==> config.mk <==
export PLATFORM = sky130hd
export DESIGN_NAME = mem_reader
export DESIGN_NICKNAME = d
export VERILOG_FILES = /design/src/rtl/mem_reader_pkg.sv /design/src/rtl/mem_reader_seg7_dec.sv /design/src/rtl/mem_reader.sv
export SDC_FILE = /design/constraint.sdc
export NUM_CORES = 1
export LEC_CHECK = 0
export ABC_AREA = 0
export ABC_CLOCK_PERIOD_IN_PS = 4100
export CELL_PAD_IN_SITES_DETAIL_PLACEMENT = 1
export CELL_PAD_IN_SITES_GLOBAL_PLACEMENT = 2
export CORE_MARGIN = 4
export CORE_UTILIZATION = 30
export DETAILED_ROUTE_END_ITERATION = 8
export PLACE_DENSITY = 0.65
export SLEW_MARGIN = 15
export SYNTH_ARGS = -nofsm -noshare
export SYNTH_HDL_FRONTEND = slang
export SYNTH_SLANG_ARGS = --single-unit
==> constraint.sdc <==
create_clock -name clk -period 4.1 [get_ports clk]
set_input_delay 0.82 -clock clk [delete_from_list [all_inputs] [get_ports clk]]
set_output_delay 0.82 -clock clk [all_outputs]
set_load 0.03 [all_outputs]
**Run 1: met1 routing**

Scale: 2 px per um. Supply wires on this layer in gray.
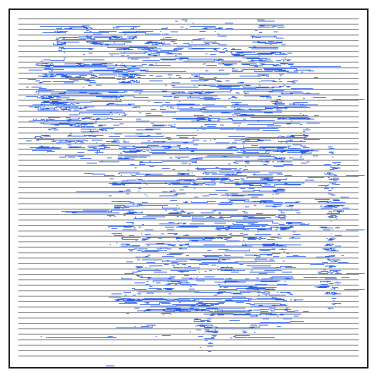
662 nets have wire on it. The wires run mostly horizontal.
met1 Use GR: 17.5%
via count: 5369
Routed WL: 20.5 mm

**Run 1: M2 wires**

Scale: 1.5 px per um.
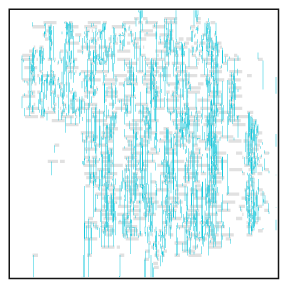
The layer carries 10500 um of wire. The layer holds 51% of the routed length. The wires run mostly vertical. The longest straight run is 73.8 um. 651 nets have wire on it.
global-route track usage on met2: 23.3%

**Run 1: metal 3**

Scale: 2 px per um.
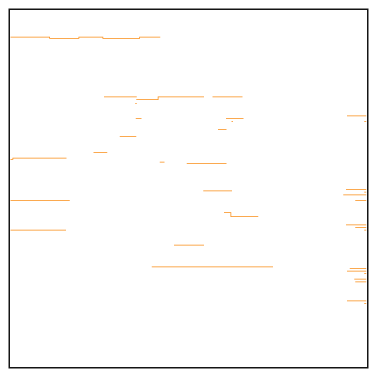
The wires run mostly horizontal. The layer holds 2.3% of the routed length. The longest straight run is 60.3 um. The layer carries 480 um of wire.
met3 GRT Util: 2.90%

**Run 1: the metal 4 layer**

Scale: 2 px per um. Supply wires on this layer in gray.
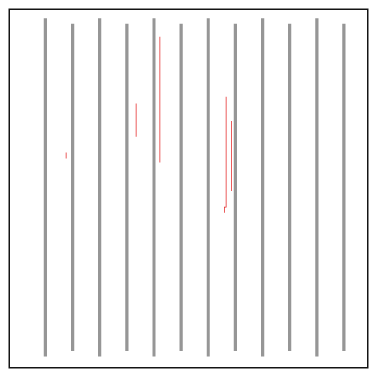
The wires run mostly vertical. 4 nets have wire on it. The longest straight run is 62.6 um.

==> Slide: Implementation Results, run 1 <==
Physical Implementation Snapshot

Run status
  – Status: complete, no violations

STA
  – Max-slew violations: 0
  – Maximum clock rate: 291 MHz
  – Min Tclk post-route: 3.44 ns
  – Actual slew at the worst max-slew pin: 1.08 ns
  – Clock Skew: 0.00788 ns
  – Endpoints failing hold: 0
  – RSZ-0062 raised after global routing: no

Floorplan
  – Floorplan core density: 30.4%
  – N_taps: 384
  – Ports: 39
  – Core area: 28700 um2
  – Rows: 62
  – Die X-Extent: 178 um

Synth
  – Floorplan net count: 689
  – Yosys chip area: 8720 um2
  – Ao+oa area frac: 4.42%
  – Async set-reset flop share out of synthesis: 100%
  – Yosys cell count: 649
  – Yosys synthesis warning count: 0
  – Commonest flop: dfrtp_1
  – Cells after Synth: 649

Setup path
  – Crit path required time: 3.28 ns
  – Worst Path Arrival: 2.62 ns
  – CP startpoint kind: flop
  – CP Cell Sequence: buf_4 > ha_1 > mux2i_1 > o21ai_0 > clkdlybuf4s50_1
  – Highest-delay cell along the critical path: clkdlybuf4s50_1
  – CP endpoint kind: output pin

Global routing
  – Largest net degree at the start of global routing: 102
  – Vias in the first global route: 6000
  – Most Used Layer, Global Route: met2
  – Antenna violations before repair: 1
  – Tot GR Track Use: 13.5%

Routing
  – Met3 wire len: 479 um
  – Iter 0 DRT Violations: 201
  – Wl on met1: 9.39 mm
  – Drt pass-1 iters: 4

Finish
  – Layout Nets: 719
  – Multi-In Gates: 423
  – Comb gate area: 4110 um2
  – Filler cell count: 3050
  – Buffering overhead: 4.52%
  – Ant diodes: 0
  – Largest class: registers
  – Non-clock buffer count: 46

Power and ir drop
  – Int Pwr: 4300 uW
  – Net Sw Frac: 35.2%

Run
  – Max cap viols: 0

Place
  – Final HPWL from detailed placement: 14.2 mm
  – PortBufs: 38

CTS
  – Setup bufs post-CTS: 0
  – Clk buf depth: 2
  – Clk_lat worst skew: 0.42 ns
  – Clk root buf: clkbuf_16
  – Cts repair resizes: 0
  – H-tree Lvls: 4
[run 1: cell usage after synthesis, types with 4 or more instances]
library cell  number  area [um2]
ha_1              23         288
nand3_1           18        90.1
mux2i_1            8        80.1
nand2_1           22        82.6
mux4_2            43         968
o21ai_0           14        70.1
xnor2_1            6        52.6
xor2_1             8        70.1
nand4_1            8        50.1
and3_1             7        43.8
mux2_2           130        1460
buf_1              4        15.0
a22o_1            11        96.3
clkbuf_1          25        93.8
a21oi_1            7        35.0
inv_1             15        56.3
nor2b_1            6        37.5
a21o_1             6        45.0
or4_1              5        37.5
nor2_1            48         180
buf_2              4        20.0
nand2b_1           8        50.1
dfrtp_1          176        4400
[run 1: metrics by stage]
step | power, uW | hold WS (ns) | instance area [um2] | cells | utilization [%]
after floorplan | 4310 | 0.331 | 8720 | 649 | -
after global placement | 5080 | 0.332 | 9510 | 1044 | 33.1
after detailed placement | 5190 | 0.340 | 9510 | 1044 | 33.1
after CTS | 6740 | 0.355 | 10100 | 1076 | 35.0
after global routing | 7030 | 0.360 | 10100 | 1076 | 35.0
final | 6640 | 0.353 | 10100 | 1076 | 35.0
[run 1: worst max-delay path, delay by kind of cell, from the launching register on]
| kind | cells | cell delay, ns |
|---|---|---|
| muxes | 1 | 0.10 |
| AOI/OAI and AO/OA | 1 | 0.22 |
| DFF | 1 | 0.34 |
| buffers and inverters | 2 | 1.20 |
| adders and majority gates | 1 | 0.33 |
[run 1: power groups by stage]
stage | sequential (uW) | combinational (uW) | clock, uW
floorplan | 2310 | 1990 | 0
global placement | 2400 | 2680 | 0
detailed placement | 2440 | 2750 | 0
CTS | 2410 | 2760 | 1570
global route | 2460 | 2920 | 1650
finish | 2410 | 2710 | 1520
==> inputs of run 2 (changes only) <==
Settings changed: ABC_CLOCK_PERIOD_IN_PS 4100 to 3450.
Clock period 4.1 ns to 3.45 ns, I/O delays scaled along.
**Run 2: pin map**

Scale: 2 px per um. Pins as bars across the die edge, other pins in gray.
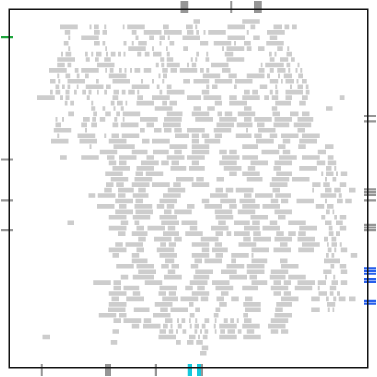
Blue marks HEX1, pins 7, direction output, edge right. Cyan marks wr_addr, pins 4, direction input, edge bottom. Green marks clk, pins 1, direction input, edge left.
All pins by edge: 16 right, 10 bottom, 9 top, 4 left.
Die Y: 178 um
PortBufs: 38

==> Slide: Implementation Results, run 2 <==
Physical Implementation Snapshot

Run status
  – Status: complete, no violations (unchanged)

Place
  – Post-placement cell count: 1054 (was 1044)
  – Final HPWL from detailed placement: 14.4 mm (was 14.2 mm)

Synth
  – Yosys chip area: 8720 um2 (unchanged)
  – Floorplan net count: 689 (unchanged)
  – Commonest flop: dfrtp_1 (unchanged)
  – Cells after Synth: 649 (unchanged)
  – Yosys synthesis warning count: 0 (unchanged)
  – Async set-reset flop share out of synthesis: 100% (unchanged)
  – Max-area cell share: 50.5% (unchanged)
  – Most frequent cell after synthesis: dfrtp_1 (unchanged)
  – Top cells by count, synth: dfrtp_1 (176), mux2_2 (130), nor2_1 (48) (unchanged)
  – Post-synth top area cell: dfrtp_1 (unchanged)
  – Yosys cell count: 649 (unchanged)

Setup path
  – CP startpoint kind: flop (unchanged)
  – CP Depth: 6 (was 5)
  – Highest-delay cell along the critical path: clkdlybuf4s50_1 (unchanged)
  – CP endpoint kind: output pin (unchanged)
  – CP Buf/Inv Count: 2 (unchanged)
  – Worst path top cell family by delay: buffers and inverters (unchanged)
  – Worst Path Arrival: 2.60 ns (was 2.62 ns)

Floorplan
  – Core area: 28700 um2 (unchanged)
  – Rows: 62 (unchanged)
  – Die X-Extent: 178 um (unchanged)
  – Ports: 39 (unchanged)
  – Floorplan core density: 30.4% (unchanged)

Routing
  – Via count: 5386 (was 5369)
  – Drt pass-1 iters: 6 (was 4)

CTS
  – H-tree Lvls: 4 (unchanged)
  – Setup bufs post-CTS: 0 (unchanged)
  – Clk root buf: clkbuf_16 (unchanged)
  – Clk buf depth: 2 (unchanged)
  – Clk_lat worst skew: 0.43 ns (was 0.42 ns)
  – Cts repair resizes: 0 (unchanged)

Global routing
  – Tot GR Track Use: 13.5% (about the same)
  – Met3 GRT Util: 2.67% (was 2.90%)
  – Vias in the first global route: 5959 (was 6000)
  – Antenna violations before repair: 0 (was 1)
  – Global-route track usage on met2: 23.3% (about the same)

Run
  – Max cap viols: 0 (unchanged)

STA
  – Min Tclk post-route: 3.29 ns
  – Actual slew at the worst max-slew pin: 0.803 ns (was 1.08 ns)
  – Endpoints failing hold: 0 (unchanged)
  – RSZ-0062 raised after global routing: no (unchanged)
  – Clock Skew: 0.00855 ns (was 0.00788 ns)

Finish
  – Layout Nets: 729 (was 719)
**Run 2: met1 routing**

Scale: 2 px per um. Supply wires on this layer in gray.
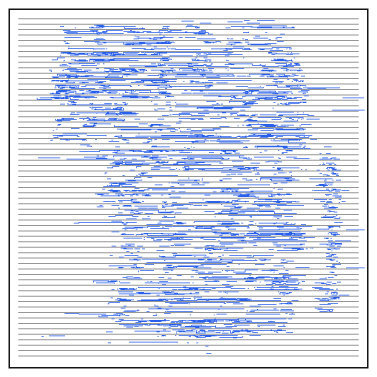
The layer carries 9570 um of wire. The wires run mostly horizontal. The longest straight run is 50.6 um. 668 nets have wire on it. The layer holds 47% of the routed length.
Routed WL: 20.5 mm
met1 Use GR: 17.7%

-- run 2: cells by family (layout without fill, tap and decap cells) --
family,count (synthesis),after routing,synth area share [%]
flip-flops,176,176,50.5
multiplexers,181,181,28.8
XOR/XNOR,14,14,1.41
adder cells (fa/ha/maj),23,23,3.30
AND/OR/NAND/NOR,151,151,9.20
buffers and inverters,50,103,2.31
AND-OR/OR-AND,54,54,4.42
-- run 2: layout make-up --
class / count / area (um2)
clock inverter: 12 / 138
tap: 384 / 480
sequential: 176 / 4410
clock buffer: 20 / 447
inverter: 15 / 56.3
multi-input combinational: 423 / 4110
timing repair buffer: 56 / 536
fill: 3036 / 18500
-- run 2: power by group --
group	total, uW	switching [uW]	internal (uW)
Clock	1910	825	1090
Sequential	2860	342	2510
Combinational	3240	1640	1600
-- run 2: stage by stage --
step | area, um2 | power [uW] | util, % | hold slack [ns] | worst slack, ns
floorplan | 8720 | 5120 | - | 0.331 | 0.728
global placement | 9580 | 6030 | 33.4 | 0.335 | 0.586
finish | 10200 | 8010 | 35.4 | 0.327 | 0.156
detailed placement | 9580 | 6200 | 33.4 | 0.337 | 0.509
global route | 10200 | 8490 | 35.4 | 0.352 | 0.0368
CTS | 10200 | 8130 | 35.4 | 0.351 | 0.0447
-- run 2: worst register-to-register path, cell delays in order, from the launching register on --
cell	delay, ns
dfrtp_1	0.43
nor4bb_1	0.37
nand4_1	0.39
o21ba_1	0.51
and3_1	0.27
a221o_1	0.25
-- run 2: metal layers --
layer | wire (um) | vias up
li1 | - | 2469
met1 | 9570 | 2860
met2 | 10300 | 46
met3 | 471 | 11
met4 | 161 | 0
met5 | 0 | -
Power is estimated from default activity; no workload was simulated.
